File: src/rtl/sort_engine_loader.sv
// sort_engine_loader: upstream loader for gnome_sort_engine.
// Accepts one Avalon-ST packet at a time, clears the engine, streams the
// packet words into the engine write port, strobes run, then holds off input
// until the engine's sorted output packet has completed.
// Build option: define SORT_LOADER_OVERFLOW_DROP_EN to drop oversize packets
// (no run) instead of truncating them to the first CAP words.
module sort_engine_loader #(
    parameter int unsigned AWIDTH = 5,
    parameter int unsigned DWIDTH = 8
) (
    input  logic              clk_i,
    input  logic              rst_i,
    input  logic [DWIDTH-1:0] in_data_i,
    input  logic              in_valid_i,
    input  logic              in_sop_i,
    input  logic              in_eop_i,
    output logic              in_ready_o,
    output logic              sort_srst_o,
    output logic              sort_wr_req_o,
    output logic [DWIDTH-1:0] sort_wr_data_o,
    output logic              sort_run_o,
    input  logic              sort_out_valid_i,
    input  logic              sort_out_ready_i,
    input  logic              sort_out_eop_i,
    output logic [AWIDTH:0]   pkt_len_o,
    output logic              overflow_o,
    output logic              busy_o
);

    // Packet length value that means "engine full".
    localparam logic [AWIDTH:0] CapLen = {1'b1, {AWIDTH{1'b0}}};

    typedef enum logic [2:0] {
        StIdle,
        StClear,
        StLoad,
        StRun,
        StWaitOut
    } state_e;

    state_e              state_q, state_d;
    logic                first_q, first_d;        // next LOAD word is the packet's first
    logic [AWIDTH:0]     pkt_len_q, pkt_len_d;
    logic                overflow_q, overflow_d;
    logic                wr_req_q, wr_req_d;
    logic [DWIDTH-1:0]   wr_data_q, wr_data_d;
    logic                run_q, run_d;

    logic                in_hs;
    logic                full;
    logic                restart;
    logic                out_eop_hs;

    assign in_hs      = in_valid_i && in_ready_o;
    assign full       = (pkt_len_q == CapLen);
    // A sop on a non-first word aborts the current load and restarts it.
    assign restart    = in_valid_i && in_sop_i && !first_q;
    assign out_eop_hs = sort_out_valid_i && sort_out_ready_i && sort_out_eop_i;

    // State and datapath registers, synchronous reset.
    always_ff @(posedge clk_i) begin
        if (rst_i) begin
            state_q    <= StIdle;
            first_q    <= 1'b0;
            pkt_len_q  <= '0;
            overflow_q <= 1'b0;
            wr_req_q   <= 1'b0;
            wr_data_q  <= '0;
            run_q      <= 1'b0;
        end else begin
            state_q    <= state_d;
            first_q    <= first_d;
            pkt_len_q  <= pkt_len_d;
            overflow_q <= overflow_d;
            wr_req_q   <= wr_req_d;
            wr_data_q  <= wr_data_d;
            run_q      <= run_d;
        end
    end

    // Next-state logic for the FSM and the registered datapath.
    always_comb begin
        state_d    = state_q;
        first_d    = first_q;
        pkt_len_d  = pkt_len_q;
        overflow_d = overflow_q;
        wr_req_d   = 1'b0;
        wr_data_d  = wr_data_q;
        // run lands one cycle after RUN, i.e. after the last write has registered.
        run_d      = (state_q == StRun);

        unique case (state_q)
            StIdle: begin
                if (in_valid_i && in_sop_i) begin
                    state_d = StClear;
                end
            end
            StClear: begin
                pkt_len_d  = '0;
                overflow_d = 1'b0;
                first_d    = 1'b1;
                state_d    = StLoad;
            end
            StLoad: begin
                if (restart) begin
                    state_d = StClear;
                end else if (in_hs) begin
                    first_d = 1'b0;
                    if (!full) begin
                        wr_req_d  = 1'b1;
                        wr_data_d = in_data_i;
                        pkt_len_d = pkt_len_q + 1'b1;
                    end else begin
                        overflow_d = 1'b1;
                    end
                    if (in_eop_i) begin
`ifdef SORT_LOADER_OVERFLOW_DROP_EN
                        // Oversize packet: leave the engine loaded but never run it.
                        state_d = (overflow_q || full) ? StIdle : StRun;
`else
                        state_d = StRun;
`endif
                    end
                end
            end
            StRun: begin
                state_d = StWaitOut;
            end
            StWaitOut: begin
                if (out_eop_hs) begin
                    state_d = StIdle;
                end
            end
            default: begin
                state_d = StIdle;
            end
        endcase
    end

    // Outputs: ready is combinational from the input; the rest decode registers.
    always_comb begin
        in_ready_o = 1'b0;
        if (!rst_i) begin
            unique case (state_q)
                StIdle:  in_ready_o = !in_sop_i;
                StLoad:  in_ready_o = !(in_sop_i && !first_q);
                default: in_ready_o = 1'b0;
            endcase
        end
        sort_srst_o    = (state_q == StClear);
        busy_o         = (state_q != StIdle);
        sort_wr_req_o  = wr_req_q;
        sort_wr_data_o = wr_data_q;
        sort_run_o     = run_q;
        pkt_len_o      = pkt_len_q;
        overflow_o     = overflow_q;
    end

endmodule

File: config.mk
export PLATFORM = sky130hd
export DESIGN_NAME = sort_engine_loader
export DESIGN_NICKNAME = d
export VERILOG_FILES = /design/src/rtl/sort_engine_loader.sv
export SDC_FILE = /design/constraint.sdc
export NUM_CORES = 1
export LEC_CHECK = 0
export CAP_MARGIN = 10
export CORE_UTILIZATION = 38
export CTS_BUF_LIST = sky130_fd_sc_hd__clkbuf_4 sky130_fd_sc_hd__clkbuf_8
export CTS_CLUSTER_SIZE = 20
export DETAILED_ROUTE_END_ITERATION = 8
export PLACE_DENSITY = 0.75
export SYNTH_ARGS = -nofsm -noshare
export SYNTH_HDL_FRONTEND = slang
export SYNTH_SLANG_ARGS = --single-unit
File: constraint.sdc
create_clock -name clk_i -period 2.9 [get_ports clk_i]
set_clock_uncertainty 0.2 [all_clocks]
set_input_delay 0.435 -clock clk_i [delete_from_list [all_inputs] [get_ports clk_i]]
set_output_delay 0.435 -clock clk_i [all_outputs]
set_load 0.005 [all_outputs]
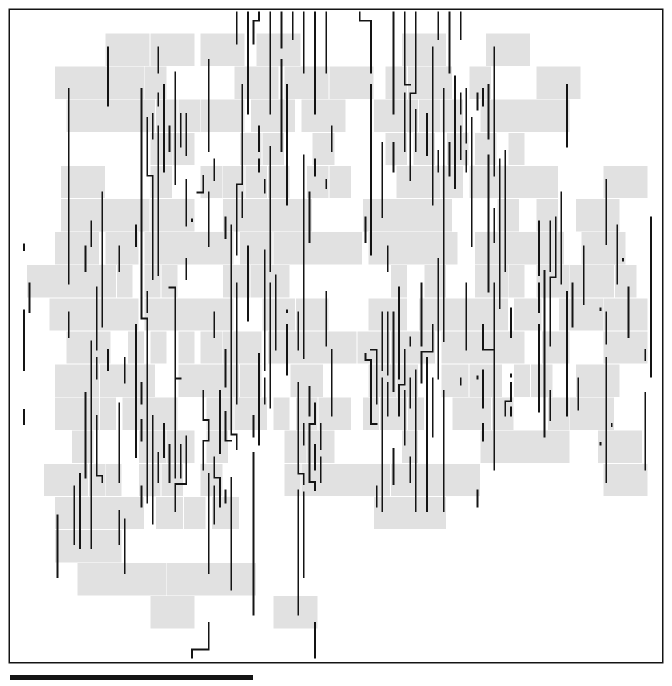
Fig. 1. Metal 2 (run 1).
The bar under the picture is 20 um long. Cells faint in the background.
longest straight run: 20.7 um
share of all routed wire: 46%
wire length on this layer: 1110 um
main direction: vertical
nets with wire on the layer: 147

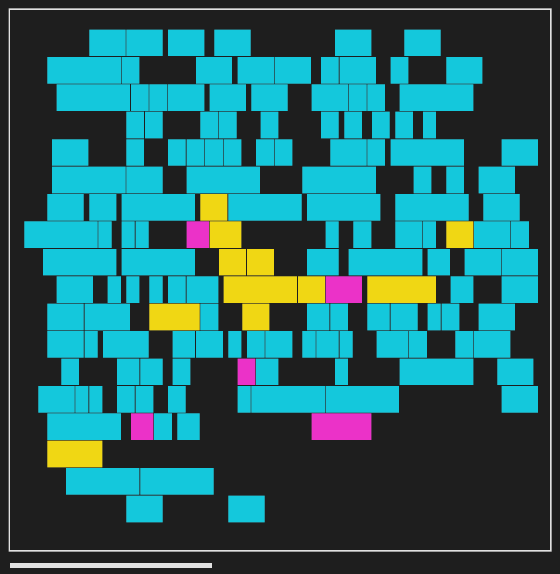
Fig. 2. Sizing map (run 1).
The bar under the picture is 20 um long.
| color | size | cells |
|---|---|---|
| yellow | drive 3 to 4 | 11 |
| magenta | drive 2 | 5 |
| cyan | drive 1 or less | 136 |

==> results.txt, run 1 <==
Figures from the flow reports.

Status:
- The run finished with clean final reports.

Routing:
- The run puts the average wire per cell in the routed design at 13.1 um.
- The run puts the violation count after the first detailed-route iteration at 14.

Yosys:
- In the synthesized netlist, the number of instances is between 100 and 150.
- In this run, the synthesized area fraction spent on xor and xnor cells is recorded as 0.
- The run puts the simple-gate area share of the yosys netlist at 0.280.
- By area the synthesized netlist is led by sky130_fd_sc_hd__dfxtp_1 (42%), sky130_fd_sc_hd__a21oi_1 (7.9%), sky130_fd_sc_hd__nand3_1 (6.9%), sky130_fd_sc_hd__nor2_1 (3.7%), sky130_fd_sc_hd__o21ai_1 (3.0%).
- Summed over all instances, the cell type with the most area after synthesis is sky130_fd_sc_hd__dfxtp_1.
- The run gives the main logic family after synthesis as simple AND/OR/NAND/NOR gates.

Global routing:
- The run gives the total global routing track utilization as 0.193.

Flow run:
- The run puts the number of warning messages in the logs at 27.

Placed design:
- In this run the tool buffered the top-level ports with 35 buffer cells.

Setup path:
- The run gives the worst reg2reg path endpoint as pkt_len_o[0].

Clock network:
- TritonCTS built the clock tree.
- The run puts the post-CTS clock slew at the launch and capture registers of the worst setup and hold paths at approximately 110 ps.
- The run gives the post-cts sizing count as 0.

STA:
- The run puts the time the worst path needs with I/O delays and setup at between 2000 and 3000 ps.
- The run gives the share of the cycle needed by the critical path after routing as 0.874.

Die:
- The die is approximately 54 um wide.
- The run puts the I/O pin count at 36.
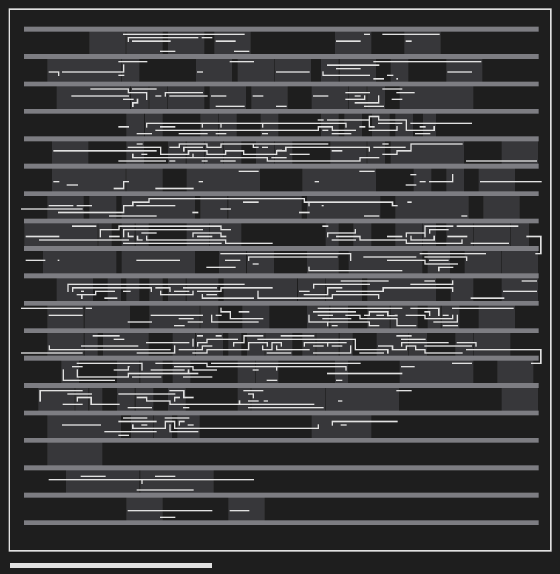
Fig. 3. Signal wires on met1 (run 1).
The bar under the picture is 20 um long. Supply wires on this layer in gray. Cells faint in the background.
nets with wire on the layer: 147
share of all routed wire: 49%
wire length on this layer: 1160 um
longest straight run: 20.2 um

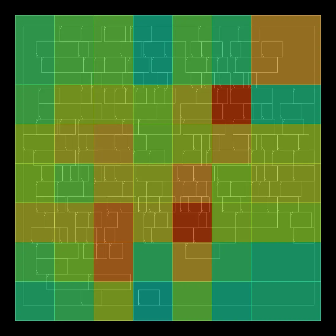
Fig. 4. Track usage over the die (run 1).
Global Route met2 Usage: 0.302
met1 track demand over resource in global routing: 0.269
most heavily used metal layer in global routing: met2

## run 1: registers in the layout (all words and copies together), names as in the netlist
name	flops
sort_wr_data_o	8
state_q	3
overflow_o	1
pkt_len_o	6
sort_wr_req_o	1
first_q	1
sort_run_o	1
## run 1: power breakdown
| group | switching [W] | leakage, nW | internal (W) |
|---|---|---|---|
| Clock | 0.0000875 | 0.0177 | 0.0000513 |
| Sequential | 0.00000897 | 0.170 | 0.000294 |
| Combinational | 0.0000352 | 0.299 | 0.0000492 |
| Total | 0.000132 | 0.486 | 0.000395 |
## run 1: worst max-delay path by stage
stage	from	to	cells after the start
after floorplan	pkt_len_o[0]	pkt_len_o[0]	6
after global placement	rst_i	in_ready_o	4
after detailed placement	rst_i	in_ready_o	4
after CTS	rst_i	in_ready_o	4
after global routing	rst_i	in_ready_o	4
final	rst_i	in_ready_o	4
## run 1: placed cells by master, fill, tap and decap left out, types with 3 or more instances in the layout
cell type and n:
sky130_fd_sc_hd__buf_4 3, sky130_fd_sc_hd__nand3_1 14, sky130_fd_sc_hd__or3_1 4, sky130_fd_sc_hd__nand2_1 4
sky130_fd_sc_hd__inv_1 4, sky130_fd_sc_hd__clkdlybuf4s50_1 35, sky130_fd_sc_hd__a21oi_1 16, sky130_fd_sc_hd__clkbuf_4 3
sky130_fd_sc_hd__o21ai_1 6, sky130_fd_sc_hd__dfxtp_1 21, sky130_fd_sc_hd__nor2_1 10, sky130_fd_sc_hd__o21ai_0 5
## run 1: cell type report
type                    instances  area, um^2
fillers                       247        1090
clock inverters                 1        5.00
clock buffers                   3        22.5
inverters                       4        15.0
repair buffers                 38         373
flip-flops and latches         21         420
well taps                      30        37.5
multi-input cells              85         534
Fig. 5: run 1, metal layers overlaid
Two of the layers only.
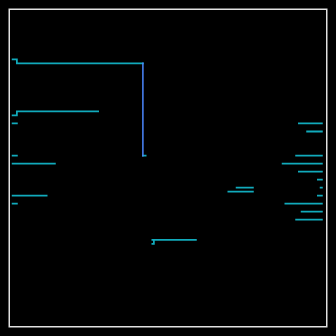

--- run 2 (diff from run 1) ---
--- a/config.mk
+++ b/config.mk
@@ -10,6 +10,7 @@
 export CTS_BUF_LIST = sky130_fd_sc_hd__clkbuf_4 sky130_fd_sc_hd__clkbuf_8
 export CTS_CLUSTER_SIZE = 20
 export DETAILED_ROUTE_END_ITERATION = 8
+export GPL_TIMING_DRIVEN = 0
 export PLACE_DENSITY = 0.75
 export SYNTH_ARGS = -nofsm -noshare
 export SYNTH_HDL_FRONTEND = slang
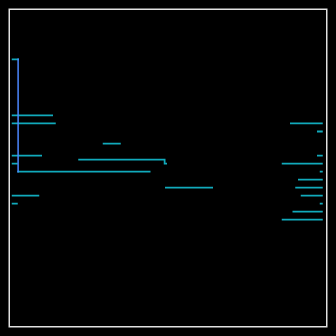
Fig. 6. Metal layers overlaid (run 2).
Two of the layers only.
| color | layer | wire length |
|---|---|---|
| cyan | met3 | 111 um |
| blue | met4 | 19.0 um |

==> run 2 against run 1 <==
Against the previous run:
- sequential power is essentially flat
- global-route usage is 0.41 points lower
- register-to-register slack improved by 40 ps
- largest power group unchanged
- critical path type is now register to primary output
- power grew 0.52%
==> results.txt, run 2 <==
Figures from the flow reports.

Setup path:
- The run puts the largest fanout of any net on the critical path at 7.
- The run gives the endpoint type of the worst setup path as a primary output.
- The critical path is of the register to primary output type.
- The run puts the count of cell instances traversed by the critical path at 2.

Routing:
- The run gives the total number of vias as about 1000.
- The run gives the violation count after the first detailed-route iteration as 10.
- The run gives the average wire per cell in the routed design as ~14 um.

Clock network:
- The run puts the post-cts sizing count at 0.
- TritonCTS built the clock tree.
- The run puts the number of buffers inserted to repair setup after CTS at 0.
- The run gives the clock sink total as 21.
- The run puts the worst-case clock buffer depth at 2.
- The registers of the reported paths see a clock transition of between 100 and 150 ps.

Placed design:
- The run puts the number of I/O port buffers at 34.
- The run puts the sum of net half-perimeters after detailed placement at roughly 1900 um.

Yosys:
- The synthesized design spends more area on one cell type than any other, namely sky130_fd_sc_hd__dfxtp_1.
- The run gives the synthesis warning total as 0.
- The run puts the cell count listed in synth_stat.txt at approximately 120.
- The run gives the main flop type as sky130_fd_sc_hd__dfxtp_1.
- In the synthesized netlist the async set-or-reset flop fraction comes to 0.
- In this run, synthesis produced a sequential element count of 21.
- The run gives the synthesized netlist cell count as approximately 120.
- By area the synthesized netlist is led by sky130_fd_sc_hd__dfxtp_1 (42%), sky130_fd_sc_hd__a21oi_1 (7.9%), sky130_fd_sc_hd__nand3_1 (6.9%), sky130_fd_sc_hd__nor2_1 (3.7%), sky130_fd_sc_hd__o21ai_1 (3.0%).

Layout:
- The run puts the number of flip-flops in the largest register at 8.
- The top cell type in the final layout, fill and taps aside, is sky130_fd_sc_hd__clkdlybuf4s50_1.
- The most common logic cells in the final layout are sky130_fd_sc_hd__clkdlybuf4s50_1 (34), sky130_fd_sc_hd__dfxtp_1 (21), sky130_fd_sc_hd__a21oi_1 (16).
- The run puts the share of layout cells above drive strength 1 at 0.104.

Pwr:
- The run gives the power after layout as around 0.00053 W.

Min path:
- The run gives the cell depth of the worst min-delay path as 2.

Die:
- The run gives the die extent in x as 53.6 um.
- The run puts the I/O pin count at 36.

Global routing:
- The first global-routing pass estimated approximately 3900 um of wire.
- Across every metal layer, demand over resource in global routing totals 0.189.

STA:
- The run gives the slew at the pin with the worst max-slew slack as roughly 460 ps.
- Based on the critical path, the design can be clocked at up to 0.404 GHz.
- After routing, the total negative slack on setup checks comes to 0 ps.
- The run puts the share of the cycle needed by the critical path after routing at 0.854.
- The run gives the time the worst path needs with I/O delays and setup as between 2000 and 2500 ps.
- The run gives the worst hold slack as around 290 ps.

Flow run:
- Across the run, the number of max-cap violations was 0.
- Warnings raised by the tools during the run amount to 27.

Status:
- The flow ran to the end, and the final reports show no timing, DRC or antenna violations.
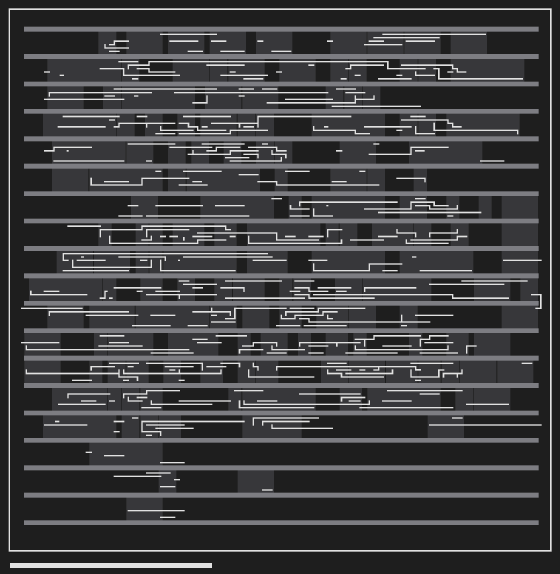
Fig. 7. Signal wires on met1 (run 2).
The bar under the picture is 20 um long. Supply wires on this layer in gray. Cells faint in the background.
wire length on this layer: 1200 um
longest straight run: 23.7 um
share of all routed wire: 48%

run 2: area by class of cell:
class                      instances  area [um^2]
tap                               30         37.5
multi-input combinational         85          534
clock inverter                     1         5.00
sequential                        21          420
inverter                           4         15.0
buffer                             6         41.3
clock buffer                       3         22.5
fill                             246         1080
timing repair buffer              34          340
run 2: final timing paths:
check,to,startpoint
worst max register to register,pkt_len_o[0],pkt_len_o[0]
worst min register to register,sort_wr_data_o[7],sort_wr_data_o[7]
worst max-delay path,sort_srst_o,state_q[0]
worst min-delay path,sort_wr_data_o[7],sort_wr_data_o[7]
run 2: kinds of logic after synthesis:
| logic type | after synthesis | share of synthesized area |
|---|---|---|
| and+or+nand+nor | 48 | 0.280 |
| AOI/OAI and AO/OA | 34 | 0.209 |
| DFF | 21 | 0.416 |
| buffers and inverters | 10 | 0.0557 |
| adders and majority gates | 2 | 0.0247 |
| muxes | 1 | 0.0148 |
run 2: report_power, final:
group,switching [W],internal [W]
sequential,0.00000707,0.000294
clock,0.0000887,0.0000515
combinational,0.0000382,0.0000494
run 2: metrics by stage:
stage	cells	utilization	setup slack, ps	cell area, um^2
finish	184	0.567	424	1420
global route	184	0.567	329	1420
CTS	184	0.567	437	1420
detailed placement	180	0.556	564	1390
global placement	180	0.556	566	1390
floorplan	116	-	883	1010
run 2: worst min-delay path: stages (launching register included):
cell and delay (ps):
sky130_fd_sc_hd__dfxtp_1 320, sky130_fd_sc_hd__o21ai_0 70, sky130_fd_sc_hd__a21oi_1 60
run 2: per-layer routing:
metal | part of all wire | global-route usage | vias up
li1 | - | - | 501
met1 | 0.48 | 0.256 | 476
met2 | 0.47 | 0.288 | 24
met3 | 0.044 | 0.0565 | 2
met4 | 0.0076 | 0.0526 | 0
met5 | 0 | 0 | -
Power figures rest on the tool's default switching activity, not on a simulated workload.
